File: config.mk
export PLATFORM = sky130hd
export DESIGN_NAME = ats21_cmd_sequencer
export DESIGN_NICKNAME = d
export VERILOG_FILES = /design/src/rtl/ats21_cmd_sequencer.sv
export SDC_FILE = /design/constraint.sdc
export NUM_CORES = 1
export LEC_CHECK = 0
export ABC_CLOCK_PERIOD_IN_PS = 3300
export CAP_MARGIN = 20
export CORE_UTILIZATION = 60
export CTS_BUF_LIST = sky130_fd_sc_hd__clkbuf_4
export DETAILED_ROUTE_END_ITERATION = 8
export PLACE_DENSITY_LB_ADDON = 0.12
export SYNTH_ARGS = -nofsm -noshare
export SYNTH_HDL_FRONTEND = slang
export SYNTH_SLANG_ARGS = --single-unit
File: constraint.sdc
create_clock -name clk -period 3.3 [get_ports clk]
set_input_delay 0.495 -clock clk [delete_from_list [all_inputs] [get_ports clk]]
set_output_delay 0.495 -clock clk [all_outputs]
set_load 0.02 [all_outputs]
File: src/rtl/ats21_cmd_sequencer.sv
// ATS21 command sequencer: two client instruction queues feeding a single
// ATS21 device through a request / ready / two-half-word / status handshake.
// Conflicting instructions (same target object) are serialized with a
// toggling priority between the two clients.

module ats21_cmd_fifo #(
  parameter int DEPTH = 4
) (
  input  logic        clk,
  input  logic        reset,
  input  logic        push,
  input  logic        pop,
  input  logic [31:0] din,
  output logic [31:0] head,
  output logic        full,
  output logic        empty
);
  localparam int PW = (DEPTH > 1) ? $clog2(DEPTH) : 1;
  localparam int CW = $clog2(DEPTH + 1);

  logic [31:0]   mem [DEPTH];
  logic [PW-1:0] wr_ptr;
  logic [PW-1:0] rd_ptr;
  logic [CW-1:0] count;
  logic          do_push;
  logic          do_pop;

  assign full    = (count == CW'(DEPTH));
  assign empty   = (count == '0);
  assign do_push = push && !full;
  assign do_pop  = pop && !empty;
  assign head    = mem[rd_ptr];

  // Storage array: written at the tail, no reset needed since count guards reads
  always_ff @(posedge clk) begin
    if (do_push) mem[wr_ptr] <= din;
  end

  // Pointer and occupancy bookkeeping with explicit wrap for non-power-of-2 depths
  always_ff @(posedge clk) begin
    if (reset) begin
      wr_ptr <= '0;
      rd_ptr <= '0;
      count  <= '0;
    end else begin
      if (do_push) wr_ptr <= (wr_ptr == PW'(DEPTH - 1)) ? '0 : wr_ptr + PW'(1);
      if (do_pop)  rd_ptr <= (rd_ptr == PW'(DEPTH - 1)) ? '0 : rd_ptr + PW'(1);
      if (do_push && !do_pop)      count <= count + CW'(1);
      else if (do_pop && !do_push) count <= count - CW'(1);
    end
  end
endmodule

module ats21_cmd_sequencer #(
  parameter int FIFO_DEPTH = 4,
  parameter int STAT_WAIT  = 2,
  parameter int TIMEOUT    = 16
) (
  input  logic        clk,
  input  logic        reset,
  input  logic        a_valid,
  input  logic [31:0] a_inst,
  output logic        a_ready,
  input  logic        b_valid,
  input  logic [31:0] b_inst,
  output logic        b_ready,
  output logic        dev_req,
  input  logic        dev_ready,
  output logic [15:0] dev_ctrlA,
  output logic [15:0] dev_ctrlB,
  input  logic [1:0]  dev_stat,
  output logic        a_done,
  output logic        a_ack,
  output logic        b_done,
  output logic        b_ack,
  output logic        timeout,
  output logic        busy
);
  localparam int CMAX = (TIMEOUT > STAT_WAIT) ? TIMEOUT : STAT_WAIT;
  localparam int CNTW = $clog2(CMAX + 1);

  typedef enum logic [2:0] {IDLE, REQ, WAIT_RDY, LO, STAT, RESP} state_t;

  state_t      state;
  state_t      state_next;
  logic [CNTW-1:0] cnt;
  logic [31:0] slot_a;
  logic [31:0] slot_b;
  logic        a_live;
  logic        b_live;
  logic        prio;
  logic        to_flag;

  logic [31:0] a_head;
  logic [31:0] b_head;
  logic        a_full;
  logic        b_full;
  logic        a_empty;
  logic        b_empty;
  logic        a_pop;
  logic        b_pop;
  logic        conflict;
  logic        a_take;
  logic        b_take;

  assign a_ready = !a_full;
  assign b_ready = !b_full;
  assign a_pop   = (state == RESP) && a_live;
  assign b_pop   = (state == RESP) && b_live;

  ats21_cmd_fifo #(.DEPTH(FIFO_DEPTH)) u_fifo_a (
    .clk(clk), .reset(reset), .push(a_valid), .pop(a_pop), .din(a_inst),
    .head(a_head), .full(a_full), .empty(a_empty)
  );

  ats21_cmd_fifo #(.DEPTH(FIFO_DEPTH)) u_fifo_b (
    .clk(clk), .reset(reset), .push(b_valid), .pop(b_pop), .din(b_inst),
    .head(b_head), .full(b_full), .empty(b_empty)
  );

  // Object-conflict detection between the two queue heads
  always_comb begin
    logic [2:0] op_a;
    logic [2:0] op_b;
    logic       grp1_a, grp1_b, grp2_a, grp2_b, grp3_a, grp3_b;
    op_a   = a_head[31:29];
    op_b   = b_head[31:29];
    grp1_a = (op_a == 3'b001) || (op_a == 3'b010);
    grp1_b = (op_b == 3'b001) || (op_b == 3'b010);
    grp2_a = (op_a == 3'b101) || (op_a == 3'b110) || (op_a == 3'b111);
    grp2_b = (op_b == 3'b101) || (op_b == 3'b110) || (op_b == 3'b111);
    grp3_a = (op_a == 3'b011);
    grp3_b = (op_b == 3'b011);
    conflict = !a_empty && !b_empty &&
               ((grp1_a && grp1_b && (a_head[28:25] == b_head[28:25])) ||
                (grp2_a && grp2_b && (a_head[28:24] == b_head[28:24])) ||
                (grp3_a && grp3_b));
    a_take = !a_empty && !(conflict && prio);
    b_take = !b_empty && !(conflict && !prio);
  end

  // State register
  always_ff @(posedge clk) begin
    if (reset) state <= IDLE;
    else       state <= state_next;
  end

  // Next-state logic for the device handshake
  always_comb begin
    state_next = state;
    case (state)
      IDLE:     if (!a_empty || !b_empty) state_next = REQ;
      REQ:      state_next = WAIT_RDY;
      WAIT_RDY: begin
        if (dev_ready)                          state_next = LO;
        else if (cnt == CNTW'(TIMEOUT - 1))     state_next = RESP;
      end
      LO:       state_next = STAT;
      STAT:     if (cnt == CNTW'(STAT_WAIT - 1)) state_next = RESP;
      RESP:     state_next = IDLE;
      default:  state_next = IDLE;
    endcase
  end

  // Slot capture, priority toggle, dwell counter and timeout flag
  always_ff @(posedge clk) begin
    if (reset) begin
      cnt     <= '0;
      slot_a  <= '0;
      slot_b  <= '0;
      a_live  <= 1'b0;
      b_live  <= 1'b0;
      prio    <= 1'b0;
      to_flag <= 1'b0;
    end else begin
      if (state_next != state) cnt <= '0;
      else if (cnt != '1)      cnt <= cnt + CNTW'(1);

      if (state == IDLE && state_next == REQ) begin
        slot_a <= a_take ? a_head : 32'h0;
        slot_b <= b_take ? b_head : 32'h0;
        a_live <= a_take;
        b_live <= b_take;
        if (conflict) prio <= !prio;
      end

      if (state == WAIT_RDY && state_next == RESP) to_flag <= 1'b1;
      else if (state == RESP)                      to_flag <= 1'b0;
    end
  end

  // Moore outputs per state, with completion status sampled in RESP
  always_comb begin
    dev_req   = 1'b0;
    dev_ctrlA = 16'h0;
    dev_ctrlB = 16'h0;
    a_done    = 1'b0;
    a_ack     = 1'b0;
    b_done    = 1'b0;
    b_ack     = 1'b0;
    timeout   = 1'b0;
    busy      = (state != IDLE);
    case (state)
      REQ: begin
        dev_req   = 1'b1;
        dev_ctrlA = slot_a[31:16];
        dev_ctrlB = slot_b[31:16];
      end
      WAIT_RDY: begin
        dev_ctrlA = slot_a[31:16];
        dev_ctrlB = slot_b[31:16];
      end
      LO: begin
        dev_ctrlA = slot_a[15:0];
        dev_ctrlB = slot_b[15:0];
      end
      RESP: begin
        a_done  = a_live;
        b_done  = b_live;
        a_ack   = a_live && !to_flag && dev_stat[0];
        b_ack   = b_live && !to_flag && dev_stat[1];
        timeout = to_flag;
      end
      default: ;
    endcase
  end
endmodule

==> images/flops_by_reg.png <==
(3 px per µm) Other sequential cells in the stronger grey, the rest of the logic in the fainter grey.
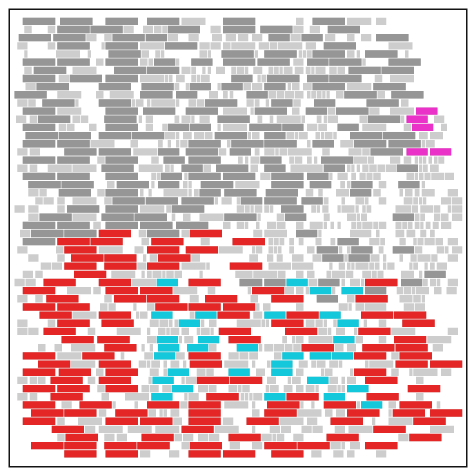
magenta -> cnt  # placed flops 5, where top right
cyan -> slot_b  # placed flops 32
red -> u_fifo_b.mem  # placed flops 128
not coloured = 185
Sequential Power: 5.52 mW
post-layout util: 73.5%
flop share of the area: 59.3%
Register Area: 9570 µm²

==> images/detail.png <==
Region (102, 102) to (127, 127) µm. Cells in grey, sequential cells in the stronger grey; small squares are vias.
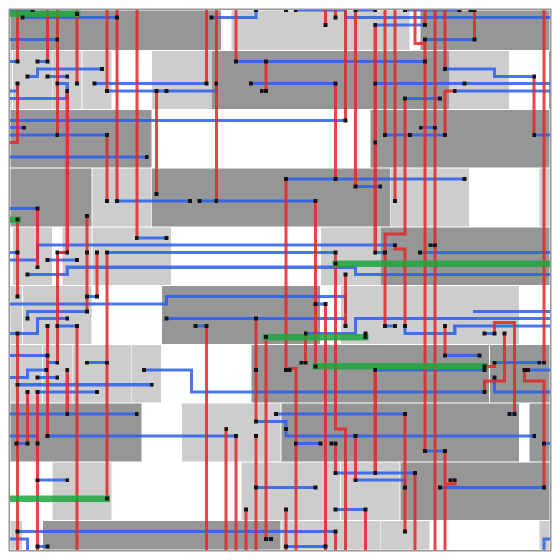
blue -> metal 1
red -> metal 2
green -> metal 3
sequential cells in the window = 14
netlist names of flops here include = u_fifo_a.mem (10), slot_a (3)
cells with their middle in the window = 38
most frequent = edfxtp_1 (10), clkbuf_4 (7), dfxtp_1 (4)

==> run_results.csv <==
group,metric,value,unit
setup_path,startpoint,"state[1]$_SDFF_PP0_",
grt,grt_max_degree,34,
synth,ys_top_logic_family,"multiplexers",
synth,synthTopCellsByArea,"edfxtp_1, dfxtp_1, mux4_2, inv_1, a22o_1",
sta,finClkSkew,0.0415,ns
clock_tree,holdBufCountCts,0,
synth,synthAdderAreaFrac,1.78,%
sta,slew_violations,0,
sta,layout_min_cycle_time,3.16,ns
synth,synthCells,843,
synth,async_flop_share,0,%
place,gp_congestion,0.795,
clock_tree,cts_resized,1,
die,die_area,23100,µm²
routing,route.met2.wl,13200,µm
routing,wl,26500,µm
synth,avgSynthCellArea,16.0,µm²
sta,worstMarginPinSlew,0.919,ns
grt,first_global_vias,8290,
synth,xor_area_share,0.843,%
sta,setup_viol,0,
sta,final.period_utilization,95.8,%
run,openroad.warnings,34,
setup_path,crit_end,"dev_ctrlB[12]",
pwr,switchingPower,3.03,mW
sta,tns,0,ns
clock_tree,htreeDepth,3,
grt,grtUsageMet1,32.6,%
synth,ys_sh_aoi,6.93,%
cells_and_area,final_nets,1116,
synth,ys_sh_simple,4.98,%
pwr,total_power,11.0,mW
sta,fmax,316,MHz
setup_path,crit_type,"flop to output port",
setup_path,startpoint_type,"flop",
setup_path,max_stage_delay,0.62,ns
setup_path,crit_path_max_fanout,32,
grt,grt_first_pass_wirelength,43100,µm
setup_path,crit_arrival,2.67,ns
cells_and_area,final_cell_mix,"edfxtp_1, clkbuf_4, clkdlybuf4s50_1",
cells_and_area,n_fill_cell,1361,
pwr,pwr-share-comb,16.9,%
routing,first_pass_iters,8,
synth,synth_warnings,0,
hold_path,hold_start,"a_inst[31]",
routing,drc,10,
pwr,seq_power_share,50.0,%
grt,antenna_found_initial,2,
die,rows,54,
pwr,pg_clk,3.66,mW
setup_path,slowest_stage,"clkdlybuf4s50_1",
setup_path,r2r-start,"u_fifo_a.count[0]$_SDFFE_PP0P_",
setup_path,path_cells,"nor2b_2 > and2_1 > buf_8 > a22o_1 > clkdlybuf4s50_1",
synth,ff_type,"edfxtp_1",
setup_path,ff2ff_path_depth,9,
pwr,comb-power,1.86,mW
run_status,status,"finished with violations",
pwr,power_leader,"sequential cells",
clock_tree,clockBufferDepth,3,
grt,grt_overflow,0,
grt,track_usage,24.2,%
setup_path,rrSetupSlack,0.50,ns
synth,synth-edff-count,256,
synth,yosysMostFrequentCell,"edfxtp_1",
routing,via_per_inst,5.63,
routing,ant_nets,0,
clock_tree,cts_made_buffers,86,
hold_path,hold_path_class,"input pin to flop",
cells_and_area,syn2layout_area_growth,19.6,%
place,place_hpwl,16800,µm
run_status,violations,"DRC",
pwr,p_per_area,683,nW/µm²
die,die_w,152,µm
cells_and_area,reg.largest.list,"u_fifo_a.mem (128), u_fifo_b.mem (128)",
pwr,peakVddDrop,377,µV
routing,top_layer,"met4",
synth,mux_area_share,11.0,%
pwr,netSwitchingFraction,27.4,%
[through the flow]
step	instances	setup WS [ns]	instance area [µm²]	hold WS, ns	utilization (%)
final	1381	0.139	16100	0.442	73.5
after global routing	1381	0.0409	16100	0.410	73.5
after CTS	1379	0.0759	16100	0.389	73.5
after detailed placement	1219	0.472	15000	0.438	68.1
after global placement	1219	0.567	15000	0.431	68.1
after floorplan	843	0.908	13500	0.425	-
[critical path, delay by kind of cell (launching register included)]
family	cells	cell delay [ns]
AOI/OAI and AO/OA	1	0.21
DFF	1	0.46
and+or+nand+nor	2	0.43
buffers and inverters	2	0.87
[final cells by class]
cell class,instances,share of cell area [%]
diodes,2,0.0310
clock buffers,142,6.60
clock inverters,18,0.620
inverters,78,1.81
multi-input cells,377,21.4
flip-flops and latches,350,59.3
well taps,280,2.17
repair buffers,134,8.07
No activity file was given, so power comes from the tool's default toggle rates.
